[config.mk]
export PLATFORM = sky130hd
export DESIGN_NAME = fetch_unit
export DESIGN_NICKNAME = d
export VERILOG_FILES = /design/src/rtl/fetch_unit.sv
export SDC_FILE = /design/constraint.sdc
export NUM_CORES = 1
export LEC_CHECK = 0
export CORE_UTILIZATION = 40
export DETAILED_ROUTE_END_ITERATION = 16
export MAX_ROUTING_LAYER = met4
export PLACE_DENSITY_LB_ADDON = 0.15
export SETUP_SLACK_MARGIN = 0.02
export SLEW_MARGIN = 20
export SYNTH_ARGS = -nofsm -noshare
export SYNTH_HDL_FRONTEND = slang
export SYNTH_SLANG_ARGS = --single-unit
export TNS_END_PERCENT = 10
[constraint.sdc]
create_clock -name i_Clk -period 5.6 [get_ports i_Clk]
set_clock_uncertainty 0.15 [all_clocks]
set_input_delay 1.12 -clock i_Clk [delete_from_list [all_inputs] [get_ports i_Clk]]
set_output_delay 1.12 -clock i_Clk [all_outputs]
set_load 0.03 [all_outputs]
[src/rtl/fetch_unit.sv]
// rtl/fetch_unit.sv - instruction fetch front end with PC, sequential fetch and in-order queue
module fetch_unit #(
  parameter logic [31:0] BOOT_ADDR = 32'h00000000,
  parameter int          DEPTH     = 2,
  parameter logic [5:0]  HALT_OP   = 6'b111111,
  parameter logic [31:0] IDLE_ADDR = 32'hFFFFFFFC
) (
  input  logic        i_Clk,
  input  logic        i_Rst,
  output logic [31:0] o_Addr,
  input  logic [31:0] i_Instruction,
  output logic [31:0] o_Instr,
  output logic [31:0] o_PC,
  output logic        o_Valid,
  input  logic        i_Ready,
  input  logic        i_Redirect,
  input  logic [31:0] i_Target,
  output logic        o_Halted
);

  localparam int AW = (DEPTH > 1) ? $clog2(DEPTH) : 1;

  localparam logic [1:0] S_IDLE  = 2'd0;
  localparam logic [1:0] S_FETCH = 2'd1;
  localparam logic [1:0] S_HALT  = 2'd2;

  localparam logic [AW:0]   FULL_CNT = DEPTH[AW:0];
  localparam logic [AW:0]   CNT_ONE  = 1;
  localparam logic [AW-1:0] PTR_ONE  = 1;

  logic [1:0]    state;
  logic [31:0]   pc;
  logic [AW-1:0] rd_ptr;
  logic [AW-1:0] wr_ptr;
  logic [AW:0]   count;
  logic [31:0]   q_instr [DEPTH];
  logic [31:0]   q_pc    [DEPTH];

  logic full;
  logic pop;
  logic push;

  assign full = (count == FULL_CNT);
  assign pop  = o_Valid & i_Ready;
  // A full queue can still accept a word when the head leaves in the same cycle.
  assign push = (state == S_FETCH) && !i_Redirect && (!full || pop);

  assign o_Addr   = (state == S_FETCH) ? pc : IDLE_ADDR;
  assign o_Valid  = (count != '0);
  assign o_Instr  = o_Valid ? q_instr[rd_ptr] : 32'h0;
  assign o_PC     = o_Valid ? q_pc[rd_ptr]    : 32'h0;
  assign o_Halted = (state == S_HALT);

  always_ff @(posedge i_Clk or posedge i_Rst) begin
    if (i_Rst) begin
      state  <= S_IDLE;
      pc     <= BOOT_ADDR;
      rd_ptr <= '0;
      wr_ptr <= '0;
      count  <= '0;
      for (int i = 0; i < DEPTH; i++) begin
        q_instr[i] <= 32'h0;
        q_pc[i]    <= 32'h0;
      end
    end else if (i_Redirect) begin
      // Redirect wins over everything: flush, drop any pop, restart at target.
      state  <= S_FETCH;
      pc     <= i_Target & ~32'd3;
      rd_ptr <= '0;
      wr_ptr <= '0;
      count  <= '0;
    end else begin
      if (state == S_IDLE) begin
        state <= S_FETCH;
      end
      if (push) begin
        q_instr[wr_ptr] <= i_Instruction;
        q_pc[wr_ptr]    <= pc;
        wr_ptr          <= wr_ptr + PTR_ONE;
        pc              <= pc + 32'd4;
        if (i_Instruction[31:26] == HALT_OP) begin
          state <= S_HALT;
        end
      end
      if (pop) begin
        rd_ptr <= rd_ptr + PTR_ONE;
      end
      if (push && !pop) begin
        count <= count + CNT_ONE;
      end else if (pop && !push) begin
        count <= count - CNT_ONE;
      end
    end
  end

endmodule
==> run_1/cell_classes.png <==
Drawn at 2 px/um.
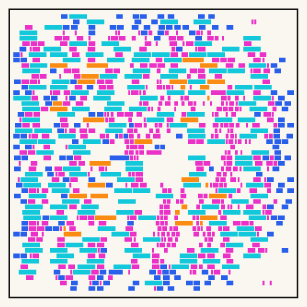
| class | colour | cells |
|---|---|---|
| flip-flops | cyan | 160 |
| other buffers and delay cells | blue | 166 |
| clock drivers and dummy loads | orange | 31 |
| all other logic | magenta | 496 |

==> run_1/metal_stack.png <==
Drawn at 2 px/um.
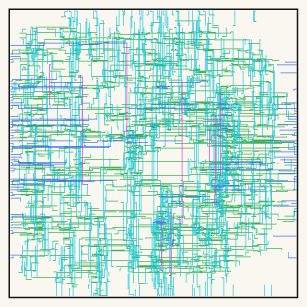
| layer | colour | wire length |
|---|---|---|
| met1 | green | 8710 um |
| met3 | blue | 1370 um |
| met2 | cyan | 9590 um |
| met4 | magenta | 348 um |
Overall Global Routing Usage: 21.1%
Post-Route WL: 20000 um
WL/cell: 17.9 um

==> run_1/pins.png <==
Drawn at 2 px/um. Pins as bars across the die edge, other pins in grey.
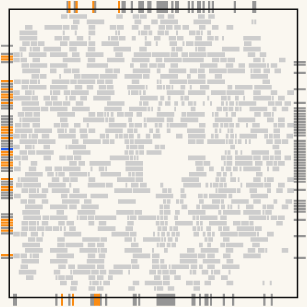
| port | colour | pins | direction | edge |
|---|---|---|---|---|
| o_Halted | blue | 1 | output | west |
| o_Instr | orange | 32 | output | 23 west, 5 south, 4 north |

==> deck_impl_summary.md, run 1 <==
Synthesis and Place & Route Summary

Run status
  • Status: complete, no violations

Clock tree
  • CTS tree: done
  • CTS root buf: clkbuf_16
  • Insertion Delay late pin: 410 ps
  • CTS max path bufs: 2
  • Cell resize tally after clock tree synthesis: 0
  • Post-CTS Hold Fix Bufs: 0
  • H-tree levels: 4
  • Total CTS buffers: 17
  • Reg clk slew, reported paths: 60 ps

Worst setup path
  • Crit path from: count[0]$_DFFE_PP0P_
  • Critical Path Max Stage Delay: 650 ps
  • Critical Path RT: 4330 ps
  • Worst reg2reg path depth: 4
  • Critical path's slowest cell: clkdlybuf4s50_1
  • CP Launch Type: flip-flop
  • Critical path buffers and inverters: 3
  • Critical path's top delay family: buffers and inverters
  • Crit end category: output port
  • Number of stages on the worst setup path: 4
  • Critical Path End: o_Valid
  • Worst path cell trace: nor2_4, buf_4, inv_1, clkdlybuf4s50_1
  • Critical path arrival: 2820 ps
  • Reg2reg end: pc[17]$_DFFE_PP0P_
  • Reg-to-Reg Start: state[1]$_DFF_PP0_
  • Crit-path max FO: 38

Yosys
  • Primary FF master, synth: dfrtp_1
  • Cell count listed in synth_stat.txt: between 700 and 800
  • Top cell area share: 50.1%
  • Cells after Synth: 710
  • Area fraction in compound gates: 5.11%
  • Number of enable flip-flop cells: 0
  • Sequential cell area fraction in the yosys report: 50.1%
  • Yosys Warn Count: 0
  • Adder Share, Synth: 0.157%
  • Xor/xnor share of the synthesized area: 0.548%
  • Async set-reset flop share out of synthesis: 100%
  • Dominant cells by area after synthesis: dfrtp_1 (50%), mux2_2 (17%), mux2i_1 (8.1%), nor2_1 (3.8%), nand2b_1 (2.1%)
  • Synthesized area: 7990 sq um
  • Main logic family: multiplexers
  • Top-count cell post-synth: dfrtp_1
  • Post-synth top area cell: dfrtp_1
  • Mux area share: 25.6%
  • Synth Register Bits: 160
  • Distinct cells, synth: 51

Hold path
  • HP Class: flip-flop to flip-flop
  • Hold path start: q_instr[61]$_DFFE_PP0P_
  • Hold Crit Depth: 1
  • WHS Endpoint: q_instr[61]$_DFFE_PP0P_

Power
  • Power per standard cell area: 373 nW/um^2
  • Peak supply drop: 0.235 mV
  • Power after layout: 3.89 mW
  • Static leakage: 4.10 nW

GRT
  • Routing usage on met2: 33.5%
  • Grt met1 use: 25.8%
  • Antenna violations before repair: 2
  • First-pass GRT wire length: ~32000 um
  • M3 GR Usage: 6.16%

STA
  • Tcrit/Tclk final: roughly 73%
  • Worst Max-Slew Pin Slew: ~960 ps
  • Hold Slack: approximately 340 ps
  • Setup_tns: 0 ps
  • Rel. slew slack: 36.2%
  • Period minus WS final: 4090 ps
  • RSZ-0062 raised after global routing: false
  • Setup WS post-layout: 1510 ps
  • Fin. Hold Viols: 0
  • Max Freq: 0.244 GHz

Cells and area
  • Ratio of cells with drive above 1 in the final layout: about a fifth
  • End-of-flow core utilization: 53.4%
  • Fill cell count: 1734
  • Non-filler cells, final: roughly 1100
  • Top logic cells by instance count in the layout: dfrtp_1 (159), clkdlybuf4s50_1 (158), mux2_2 (119)
  • NumNets Final: 910
  • Post-route cell area: 10400 sq um
  • Top cell excl fill/tap: dfrtp_1

Placement
  • Port bufs: 159
  • Post-Place Cells: 1087
  • Final RePlAce weighted congestion: 0.786
  • Pre-CTS setup slack: ~1900 ps
  • DP Wirelength: 12900 um
  • Post-place instance area: 9790 sq um

Detailed routing
  • DRC Markers: 0
  • Initial DRC Count: 313
  • DRT Pass-1 Iters: 5
  • WL met2: 9590 um
  • Routed wl met3: 1370 um
  • M1 WL: 8710 um
  • Vias: 5969
  • DR top layer: met4
  • Antenna-violating nets left: 0

Job
  • Log Warnings: 30
  • Max cap viols: 0

Floorplan
  • I/O Pins: 166
  • Die width: 143 um
  • Die H: 143 um
  • Total core area: 19500 sq um
  • Row count: 51
run 1: state kept, by name (all words and copies together), names as in the netlist:
register / count
count: 2
pc: 30
q_instr: 64
q_pc: 60
rd_ptr: 1
state: 2
wr_ptr: 1
run 1: layout make-up:
cell class                      count  area [sq um]  share of cell area [%]
Tap cell                          265           332                    3.18
Antenna cell                        2          5.00                  0.0480
Inverter                            9          37.5                   0.360
Clock inverter                     10           184                    1.76
Timing Repair Buffer              166          1670                    16.0
Multi-Input combinational cell    487          3740                    35.8
Sequential cell                   160          4010                    38.4
Clock buffer                       21           460                    4.41
run 1: power by group:
part | internal, mW | switching (mW) | leakage, nW
combinational | 0.520 | 0.537 | 1.93
sequential | 1.40 | 0.168 | 1.86
clock | 0.812 | 0.458 | 0.309
total | 2.73 | 1.16 | 4.10
--- run 2 (diff from run 1) ---
==> constraint.sdc (replaced) <==
create_clock -name i_Clk -period 4.23 [get_ports i_Clk]
set_clock_uncertainty 0.15 [all_clocks]
set_input_delay 0.846 -clock i_Clk [delete_from_list [all_inputs] [get_ports i_Clk]]
set_output_delay 0.846 -clock i_Clk [all_outputs]
set_load 0.03 [all_outputs]
==> run_2/density.png <==
Drawn at 2 px/um. 14 x 14 tiles, from black (low) to pale yellow (high), 0 to 100% covered.
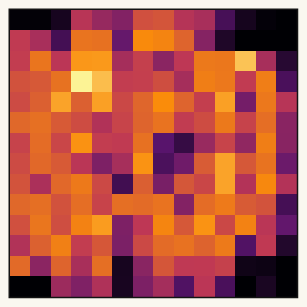
tiles over 75% full: 7.1%
mean over tiles: 49%
nearly empty tiles: 6.1%
fullest tile: 97%

==> run_2/metal_stack.png <==
Drawn at 2 px/um.
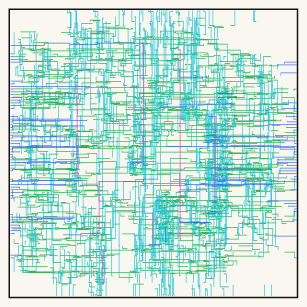
| layer | colour | wire length |
|---|---|---|
| met3 | blue | 1410 um |
| met4 | magenta | 304 um |
| met1 | green | 8740 um |
| met2 | cyan | 9700 um |

==> deck_impl_summary.md, run 2 <==
Synthesis and Place & Route Summary

Run status
  • Status: complete, no violations (unchanged)

Yosys
  • Adder Share, Synth: 0.157% (unchanged)
  • Mux area share: 25.6% (unchanged)
  • Number of enable flip-flop cells: 0 (unchanged)
  • Synth Register Bits: 160 (unchanged)
  • Distinct cells, synth: 51 (unchanged)
  • Primary FF master, synth: dfrtp_1 (unchanged)
  • Area fraction in compound gates: 5.11% (unchanged)
  • Main logic family: multiplexers (unchanged)
  • Async set-reset flop share out of synthesis: 100% (unchanged)
  • Yosys Warn Count: 0 (unchanged)
  • Xor/xnor share of the synthesized area: 0.548% (unchanged)
  • Top cell area share: 50.1% (unchanged)
  • Top-count cell post-synth: dfrtp_1 (unchanged)
  • Sequential cell area fraction in the yosys report: 50.1% (unchanged)
  • Simple-Gate Area Share: 14.9% (unchanged)
  • Synthesized area: 7990 sq um (unchanged)
  • Cell count listed in synth_stat.txt: 710 (unchanged)
  • Dominant cells by area after synthesis: dfrtp_1 (50%), mux2_2 (17%), mux2i_1 (8.1%), nor2_1 (3.8%), nand2b_1 (2.1%) (unchanged)

Job
  • Max cap viols: 0 (unchanged)
  • Log Warnings: 28 (was 30)

Clock tree
  • CTS max path bufs: 2 (unchanged)
  • Total CTS buffers: 17 (unchanged)
  • Cell resize tally after clock tree synthesis: 0 (unchanged)
  • Insertion Delay late pin: 420 ps (was 410 ps)
  • CTS tree: done (unchanged)
  • Post-CTS Hold Fix Bufs: 0 (unchanged)
  • H-tree levels: 4 (unchanged)
  • Reg clk slew, reported paths: 60 ps (about the same)
  • CTS root buf: clkbuf_16 (unchanged)

Detailed routing
  • Vias: 6015 (was 5969)
  • DRT Pass-1 Iters: 4 (was 5)
  • Initial DRC Count: 345 (was 313)
  • DRC Markers: 0 (unchanged)
  • M1 WL: 8740 um (was 8710 um)
  • Post-Route WL: 20200 um (was 20000 um)
  • WL/cell: 17.9 um (about the same)
  • Antenna-violating nets left: 0 (unchanged)
  • DR top layer: met4 (unchanged)
  • Routed wl met3: 1410 um (was 1370 um)
  • WL met2: 9700 um (was 9590 um)

Worst setup path
  • Crit end category: output port (unchanged)
  • Reg2reg end: pc[23]$_DFFE_PP0P_ (was pc[17]$_DFFE_PP0P_)
  • Crit path from: rd_ptr$_DFFE_PP0P_ (was count[0]$_DFFE_PP0P_)
  • Crit-path max FO: 25 (was 38)
  • Reg-to-Reg Start: state[1]$_DFF_PP0_ (unchanged)
  • Critical path arrival: 2560 ps (was 2820 ps)
  • CP Launch Type: flip-flop (unchanged)
  • Critical Path End: o_Instr[13] (was o_Valid)
  • Critical Path RT: 3230 ps (was 4330 ps)
  • Worst reg2reg path depth: 4 (unchanged)

GRT
  • Pin count of the biggest net entering global routing: 63 (was 161)
  • First-pass GRT wire length: 32400 um (was 32200 um)
  • Antenna violations before repair: 2 (unchanged)
  • M3 GR Usage: 5.60% (was 6.16%)
  • Overall Global Routing Usage: 21.3% (was 21.1%)
  • Routing usage on met2: 34.5% (was 33.5%)
  • Grt met1 use: 26.0% (was 25.8%)

Power
  • Power after layout: 5.07 mW (was 3.89 mW)
  • Static leakage: 4.13 nW (was 4.10 nW)
  • Peak supply drop: 0.314 mV (was 0.235 mV)
  • Power per standard cell area: 485 nW/um^2 (was 373 nW/um^2)

Cells and area
  • Fill cell count: 1747 (was 1734)
  • Syn-to-layout area delta: 30.8% (was 30.6%)
  • Largest register by flop count: q_instr (unchanged)
  • NumNets Final: 915 (was 910)
  • Post-route cell area: 10500 sq um (was 10400 sq um)
  • Number of flip-flops under the largest register name: 64 (unchanged)
  • Non-filler cells, final: 1126 (was 1120)
  • Ratio of cells with drive above 1 in the final layout: 20.1% (was 19.5%)
  • Top logic cells by instance count in the layout: dfrtp_1 (159), clkdlybuf4s50_1 (158), mux2_2 (119) (unchanged)
  • FF+latch area: 4010 sq um (unchanged)
  • Combinational Area: 3740 sq um (unchanged)
  • Top cell excl fill/tap: dfrtp_1 (unchanged)
  • End-of-flow core utilization: 53.5% (was 53.4%)

Placement
  • Post-Place Cells: 1092 (was 1087)
  • DP Wirelength: 13400 um (was 12900 um)
  • Port bufs: 159 (unchanged)
  • Final RePlAce weighted congestion: 0.815 (was 0.786)
  • Pre-CTS setup slack: 891 ps (was 1880 ps)
  • Post-place instance area: 9830 sq um (was 9790 sq um)

Hold path
  • HP Class: flip-flop to flip-flop (unchanged)
  • WHS Endpoint: q_pc[61]$_DFFE_PP0P_ (was q_instr[61]$_DFFE_PP0P_)
  • Hold path start: q_pc[61]$_DFFE_PP0P_ (was q_instr[61]$_DFFE_PP0P_)
  • Hold Crit Depth: 1 (unchanged)

STA
  • Fin. Hold Viols: 0 (unchanged)
  • Rel. slew slack: 33.9% (was 36.2%)
  • Setup_tns: 0 ps (unchanged)
  • Max Freq: roughly 0.28 GHz
  • Hold Slack: 339 ps (was 336 ps)
  • Period minus WS final: between 3000 and 4000 ps
  • Final setup fails: 0 (unchanged)
  • Worst Max-Slew Pin Slew: 988 ps (was 957 ps)
  • RSZ-0062 raised after global routing: false (unchanged)
  • Slew Viols, Final: 0 (unchanged)
  • Tcrit/Tclk final: between 80% and 90%

Floorplan
  • Row count: 51 (unchanged)
  • I/O Pins: 166 (unchanged)
  • Die H: 143 um (unchanged)
  • Die width: 143 um (unchanged)
  • Total core area: 19500 sq um (unchanged)
## run 2: layout make-up
| cell class | count | share of cell area, % |
|---|---|---|
| diodes | 2 | 0.0479 |
| clock buffers | 22 | 4.63 |
| clock inverters | 10 | 1.26 |
| inverters | 9 | 0.359 |
| multi-input cells | 487 | 35.8 |
| flip-flops and latches | 160 | 38.4 |
| well taps | 265 | 3.17 |
| repair buffers | 171 | 16.4 |
## run 2: power breakdown
group	switching, mW	internal, mW	leakage, nW
Clock	0.613	0.989	0.306
Sequential	0.215	1.85	1.86
Combinational	0.717	0.693	1.96
## run 2: worst max-delay path: stages, from the launching register on
cell and delay, ps:
dfrtp_4 750, buf_4 430, mux2i_1 140, nor2_1 120, clkdlybuf4s50_1 680
Power is estimated from default activity; no workload was simulated.
